### Routing congestion map, run 1

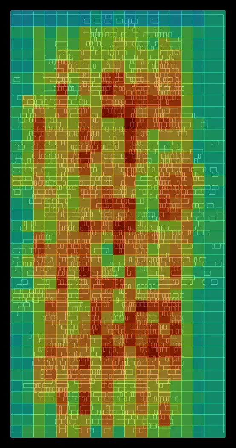
### The metal 4 layer, run 1

(2 px per µm) Supply wires on this layer in grey.
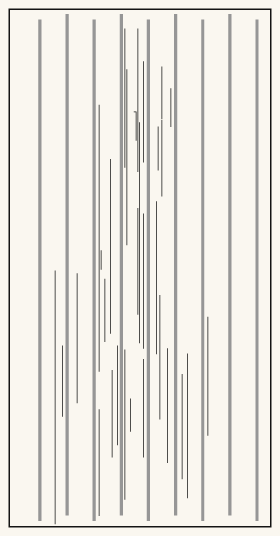
### Selected gate families, run 1

(3 px per µm)
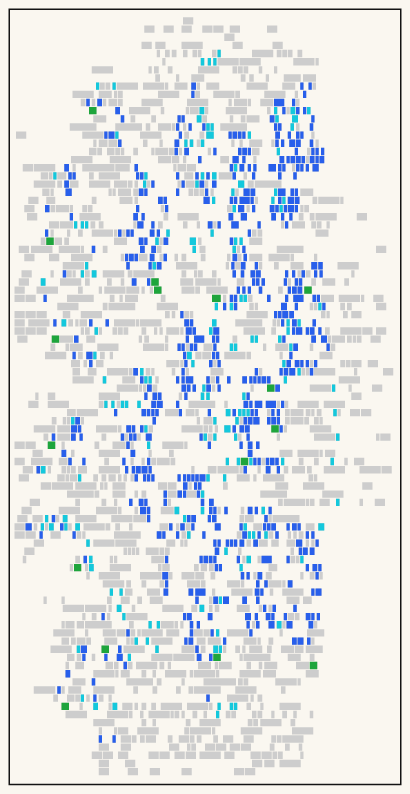
Design crack_field, sky130hd; sources not shown.
==> impl_metrics.ini, run 1 <==
; yosys + openroad results
[synth]
synth_top_flop_cell = dfxtp_1
ys_sh_adder_pct = 13.1
ys_warn_count = 0
simple_gate_share_pct = 30.1
xor_share_pct = 3.72
yosys-top-cells-count = 350 x nand2_1, 264 x inv_1, 136 x nor2_1
top_logic_kind = simple AND/OR/NAND/NOR gates
ys_sh_aoi_pct = 15.5
postSynthSeqShare_pct = 26.1
ys_types = 43
yosysTopAreaCellShare_pct = 26.1
syn_inst = 1530

[floorplan]
ios = 115
fp.dieH_um = 258
fp-utilization_pct = 30.5
rows = 93
chip_area_mm2 = 0.0335
fp.dieW_um = 130

[route]
drc = 0
dr.pass1.iters = 5
first_iter_violations = 414
vias_per_cell = 4.83
wl_per_cell_um = 15.3
antenna_left = 0

[global_route]
antenna_found_initial = 0
overflow = 0
grt_max_degree = 17
grt.total_usage_pct = 20.1
top_usage_layer = met2
met2_usage_pct = 38.1
grt_use_met1_pct = 19.9

[power]
p_clk_mw = 1.33
power.share.clock_pct = 32.6
switching_power_mw = 1.52
p_comb_share_pct = 36.7
p_leak_nw = 5.89
p_total_mw = 4.08
switching_share_pct = 37.3
irDropWorstVdd_uv = 268

[clock_network]
tritoncts = built
post_cts_resize_count = 0
clk_path_buf_depth = 2
root_buffer = clkbuf_16
clk_pin_slew_ns = 0.05
worstSkewPairLatency_ns = 0.45
cts_inserted_buffers = 17

[final_layout]
num_antenna_cells = 0

[timing]
period_minus_slack_ns = 3.46
hold_slack_ns = 0.358
fmax_mhz = 289
maxSlewViolCount = 0
rsz0062_at_grt = false

[critical_path]
crit_fanout = 9
critPathKind = reg2reg
cpMostUsedCell = nor2_1
timing.reg2reg.setup_slack_ns = 1.19
path_buffers = 4
crit_required_ns = 4.89
crit_cells = 19
path_cells = inv_1, ha_1, inv_1, fa_1, inv_1, nor2_1, nand2_1, nand3_2, nor2_1, xor2_1, nor2_1, nand2_1, nor2_1, nor2_1, nand3_1, nor2_1, nand3_1, nand2_1, inv_1

[flow_run]
warnings = 36
maxCapViolations = 0

[run_status]
status = finished, final reports clean
## Picture notes: 'Routing congestion map'
met3 GRT Util: 3.17%
Final Core Density: 37.3%

## Picture notes: 'The metal 4 layer'
longest straight run: 133 µm
main direction: vertical
final WL: 32,100 µm
DR vias: 10.1k

## Picture notes: 'Selected gate families'
legend:
  NAND gates:
    colour: blue
    cells: 518
    most_used: nand2_1
  AND-OR and OR-AND gates:
    colour: green
    cells: 16
    most_used: o21a_1
  NOR gates:
    colour: cyan
    cells: 165
    most_used: nor2_1
Non-Filler Instances: 2,098
multi-input logic portion of the cell area: 51.1%
Top cell excl fill/tap: nand2_1

## run 1: cells in the final DEF, fill, tap and decap left out, types with 6 or more instances in the layout
cell type / count
nand2_2: 6
nor2_1: 136
clkbuf_16: 17
inv_1: 264
ha_1: 84
a211oi_1: 17
inv_2: 6
xnor2_1: 9
dfxtp_1: 128
o21ai_0: 98
nand4_1: 34
clkbuf_1: 30
nand2_1: 350
a21oi_1: 128
fa_1: 12
nand3_2: 7
clkdlybuf4s50_1: 109
xor2_1: 29
nor3_1: 23
o21a_1: 11
nand3_1: 116
## run 1: final cells by class
cell class | instances | area [µm²]
buffer | 28 | 106
clock buffer | 22 | 454
clock inverter | 9 | 110
fill | 3557 | 20200
inverter | 271 | 1020
multi-input combinational | 1103 | 6140
sequential | 128 | 2560
tap | 427 | 534
timing repair buffer | 110 | 1100
## run 1: metrics by stage
stage | worst slack (ns) | utilization, %
2_1_floorplan | 2.16 | -
3_3_place_gp | 1.09 | 35.5
3_5_place_dp | 1.08 | 35.6
4_1_cts | 1.06 | 37.3
5_1_grt | 0.918 | 37.3
6_report | 1.19 | 37.3
## run 1: layer usage
metal	share of wire [%]	routed length, µm	up-vias
li1	-	-	5207
met1	38	12200	4676
met2	53	17100	189
met3	2.9	946	71
met4	5.5	1780	0
met5	0	0	-
## run 1: worst reg2reg max path: stages (launching register included)
cell and delay [ns]:
dfxtp_1 0.44, inv_1 0.51, ha_1 0.26, inv_1 0.08, fa_1 0.40, inv_1 0.08, nor2_1 0.05, nand2_1 0.06
nand3_2 0.13, nor2_1 0.15, xor2_1 0.15, nor2_1 0.07, nand2_1 0.07, nor2_1 0.05, nor2_1 0.08, nand3_1 0.10
nor2_1 0.23, nand3_1 0.19, nand2_1 0.10, inv_1 0.05
==> run 1 -> run 2 <==
clock period = 3.5 ns   (was 4.65 ns; I/O delays follow)
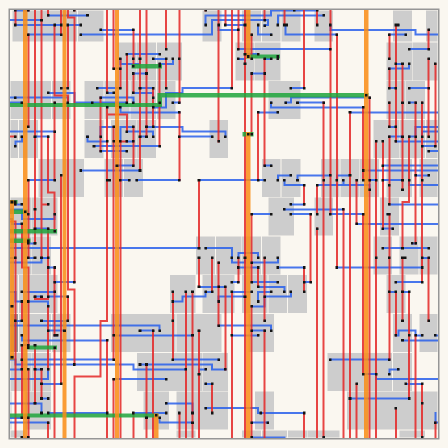
*Layout detail, run 2*
Region (50, 62) to (80, 92) µm. Cells in grey, sequential cells in the stronger grey; small squares are vias.
legend:
  met4:
    colour: orange
  met2:
    colour: red
  met3:
    colour: green
  met1:
    colour: blue
cells with their middle in the window: 80
most frequent: nand2_1 (26), inv_1 (10), nand3_1 (9)
sequential cells in the window: 0

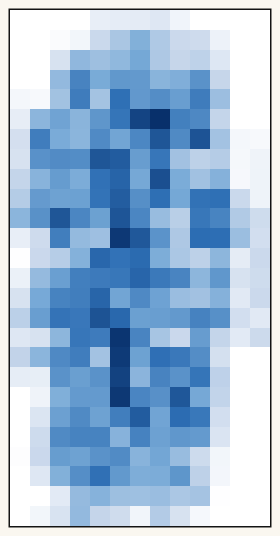
*Wire density map, run 2*
(2 px per µm) 13 x 26 tiles, from white (low) to dark blue (high), scaled to the fullest tile. Values are wire area over tile area, all layers added.
mean over tiles: 0.15
densest ninth of the die: centre
fullest tile: 0.39
nearly empty tiles: 16%
GRT Total Usage: 20.1%
drt wl/cell: 15.3 µm
final WL: 32,100 µm
DR vias: 10.1k

==> run 2 against run 1 <==
Compared with the run above:
- critical path depth down 3
- core utilization is 0.23 points higher
- non-clock buffer count up 5
- worst hold slack is essentially flat
- cell count is 0.24% higher
- flip-flop count is the same
- global-route usage about the same
- clock-buffer cell count is the same
- first-iteration DRC count fell by 12%
- critical path type unchanged
- critical endpoint unchanged
- synthesized cell count unchanged
- largest cell class unchanged
- power up 33%
==> impl_metrics.ini, run 2 <==
; yosys + openroad results
[final_layout]
layout_top_cell = nand2_1
num-fill-cells = 3552
fin_util_pct = 37.5
lay_top_cells = 350 x nand2_1, 262 x inv_1, 136 x nor2_1, 128 x a21oi_1, 126 x dfxtp_1
fin_nets = 1861
num_antenna_cells = 0
fin_cells = 2103

[power]
p_leak_nw = 5.92
switching_share_pct = 37.2
top_power_group = combinational cells
irDropWorstVdd_uv = 354
p_comb_share_pct = 36.8
power.share.clock_pct = 32.5
p_int_mw = 3.41
switching_power_mw = 2.02
powerComb_mw = 2.00
p_clk_mw = 1.77

[critical_path]
critPathTopFamily = simple AND/OR/NAND/NOR gates
path_cells = clkinvlp_4, ha_1, fa_1, xor2_2, nand3_2, nand3b_1, nor2_1, nor2_1, nand3_1, nand2_1, nand2_1, nand3_1, nor2_1, nand3_1, nand2_1, inv_1
timing.reg2reg.setup_slack_ns = 0.28
path_buffers = 2
crit_required_ns = 3.74
endpoint_kind = register
critPathMaxStageDelay_ns = 0.46
crit_cells = 16
crit_fanout = 4
critPathKind = reg2reg

[route]
wl_met2_um = 17200
topRoutingLayerUsed = met4
dr.pass1.iters = 5
first_iter_violations = 363
route.met3.wl_um = 932
vias_per_cell = 4.81
antenna_left = 0
m1WireLength_um = 12200
drc = 0

[floorplan]
chip_area_mm2 = 0.0335
core_area_mm2 = 0.0322
fp.dieH_um = 258
rows = 93
ios = 115
fp-utilization_pct = 30.5
fp.dieW_um = 130

[clock_network]
root_buffer = clkbuf_16
clk_pin_slew_ns = 0.06
cts_inserted_buffers = 17
cts.sinks = 128
tritoncts = built
ctsHoldBuffers = 0
clk_path_buf_depth = 2
worstSkewPairLatency_ns = 0.45

[synth]
yosys-top-cells-count = 350 x nand2_1, 264 x inv_1, 136 x nor2_1
postSynthSeqShare_pct = 26.1
synth_top_flop_cell = dfxtp_1
ys_warn_count = 0
ys_types = 43
syn_area_per_cell_um2 = 6.42
synth.largest_area_cell = dfxtp_1
yosysTopAreaCellShare_pct = 26.1
syn_inst = 1530

[flow_run]
maxCapViolations = 0
warnings = 36

[timing]
fmax_mhz = 310
setup_slack_ns = 0.276
period_minus_slack_ns = 3.22
rsz0062_at_grt = false
maxSlewViolCount = 0

[global_route]
top_usage_layer = met2
antenna_found_initial = 0
grt_pass1_wl_um = 50600
overflow = 0
met2_usage_pct = 38.3
grt_use_met1_pct = 19.9
grt_max_degree = 17
grt_use_met3_pct = 3.29

[place]
dpl_worst_slack_ns = -0.0742

[min_path]
hold_path_depth = 2

[run_status]
status = finished, final reports clean
[run 2: cell counts after synthesis]
No cell type changed its count.
[run 2: cell families (layout without fill, tap and decap cells)]
kind of cell	after synthesis	in the layout	synth area share, %
AND-OR/OR-AND	277	277	15.5
adder cells (fa/ha/maj)	96	96	13.1
XOR/XNOR	40	40	3.72
flip-flops	128	128	26.1
AND/OR/NAND/NOR	690	690	30.1
buffers and inverters	299	445	11.4
[run 2: through the flow]
stage / setup TNS [ns] / hold WS, ns / total power [mW]
4_1_cts: 0 / 0.360 / 5.48
6_report: 0 / 0.358 / 5.43
3_5_place_dp: -0.0742 / 0.351 / 3.68
3_3_place_gp: -0.0603 / 0.345 / 3.65
2_1_floorplan: 0 / 0.333 / 3.13
5_1_grt: 0 / 0.377 / 5.84
[run 2: repair_timing]
item / in CTS / in global routing
resized: 1 / 3
setup buffers: 4 / 1
setup endpoints to repair: 1 / 1
cloned: 0 / 0
[run 2: final cells by class]
cell class / instances / area [µm²] / share of cell area [%]
multi-input combinational: 1103 / 6140 / 50.8
buffer: 28 / 106 / 0.879
clock buffer: 22 / 454 / 3.75
tap: 427 / 534 / 4.42
timing repair buffer: 115 / 1160 / 9.60
sequential: 128 / 2560 / 21.2
inverter: 271 / 1020 / 8.47
clock inverter: 9 / 110 / 0.910
[run 2: worst register-to-register path, stage by stage (launching register included)]
cell and delay, ns:
dfxtp_1 0.46, clkinvlp_4 0.24, ha_1 0.28, fa_1 0.45, xor2_2 0.28, nand3_2 0.13, nand3b_1 0.18, nor2_1 0.09
nor2_1 0.05, nand3_1 0.08, nand2_1 0.06, nand2_1 0.06, nand3_1 0.08, nor2_1 0.24, nand3_1 0.19, nand2_1 0.10
inv_1 0.05
No activity file was given, so power comes from the tool's default toggle rates.
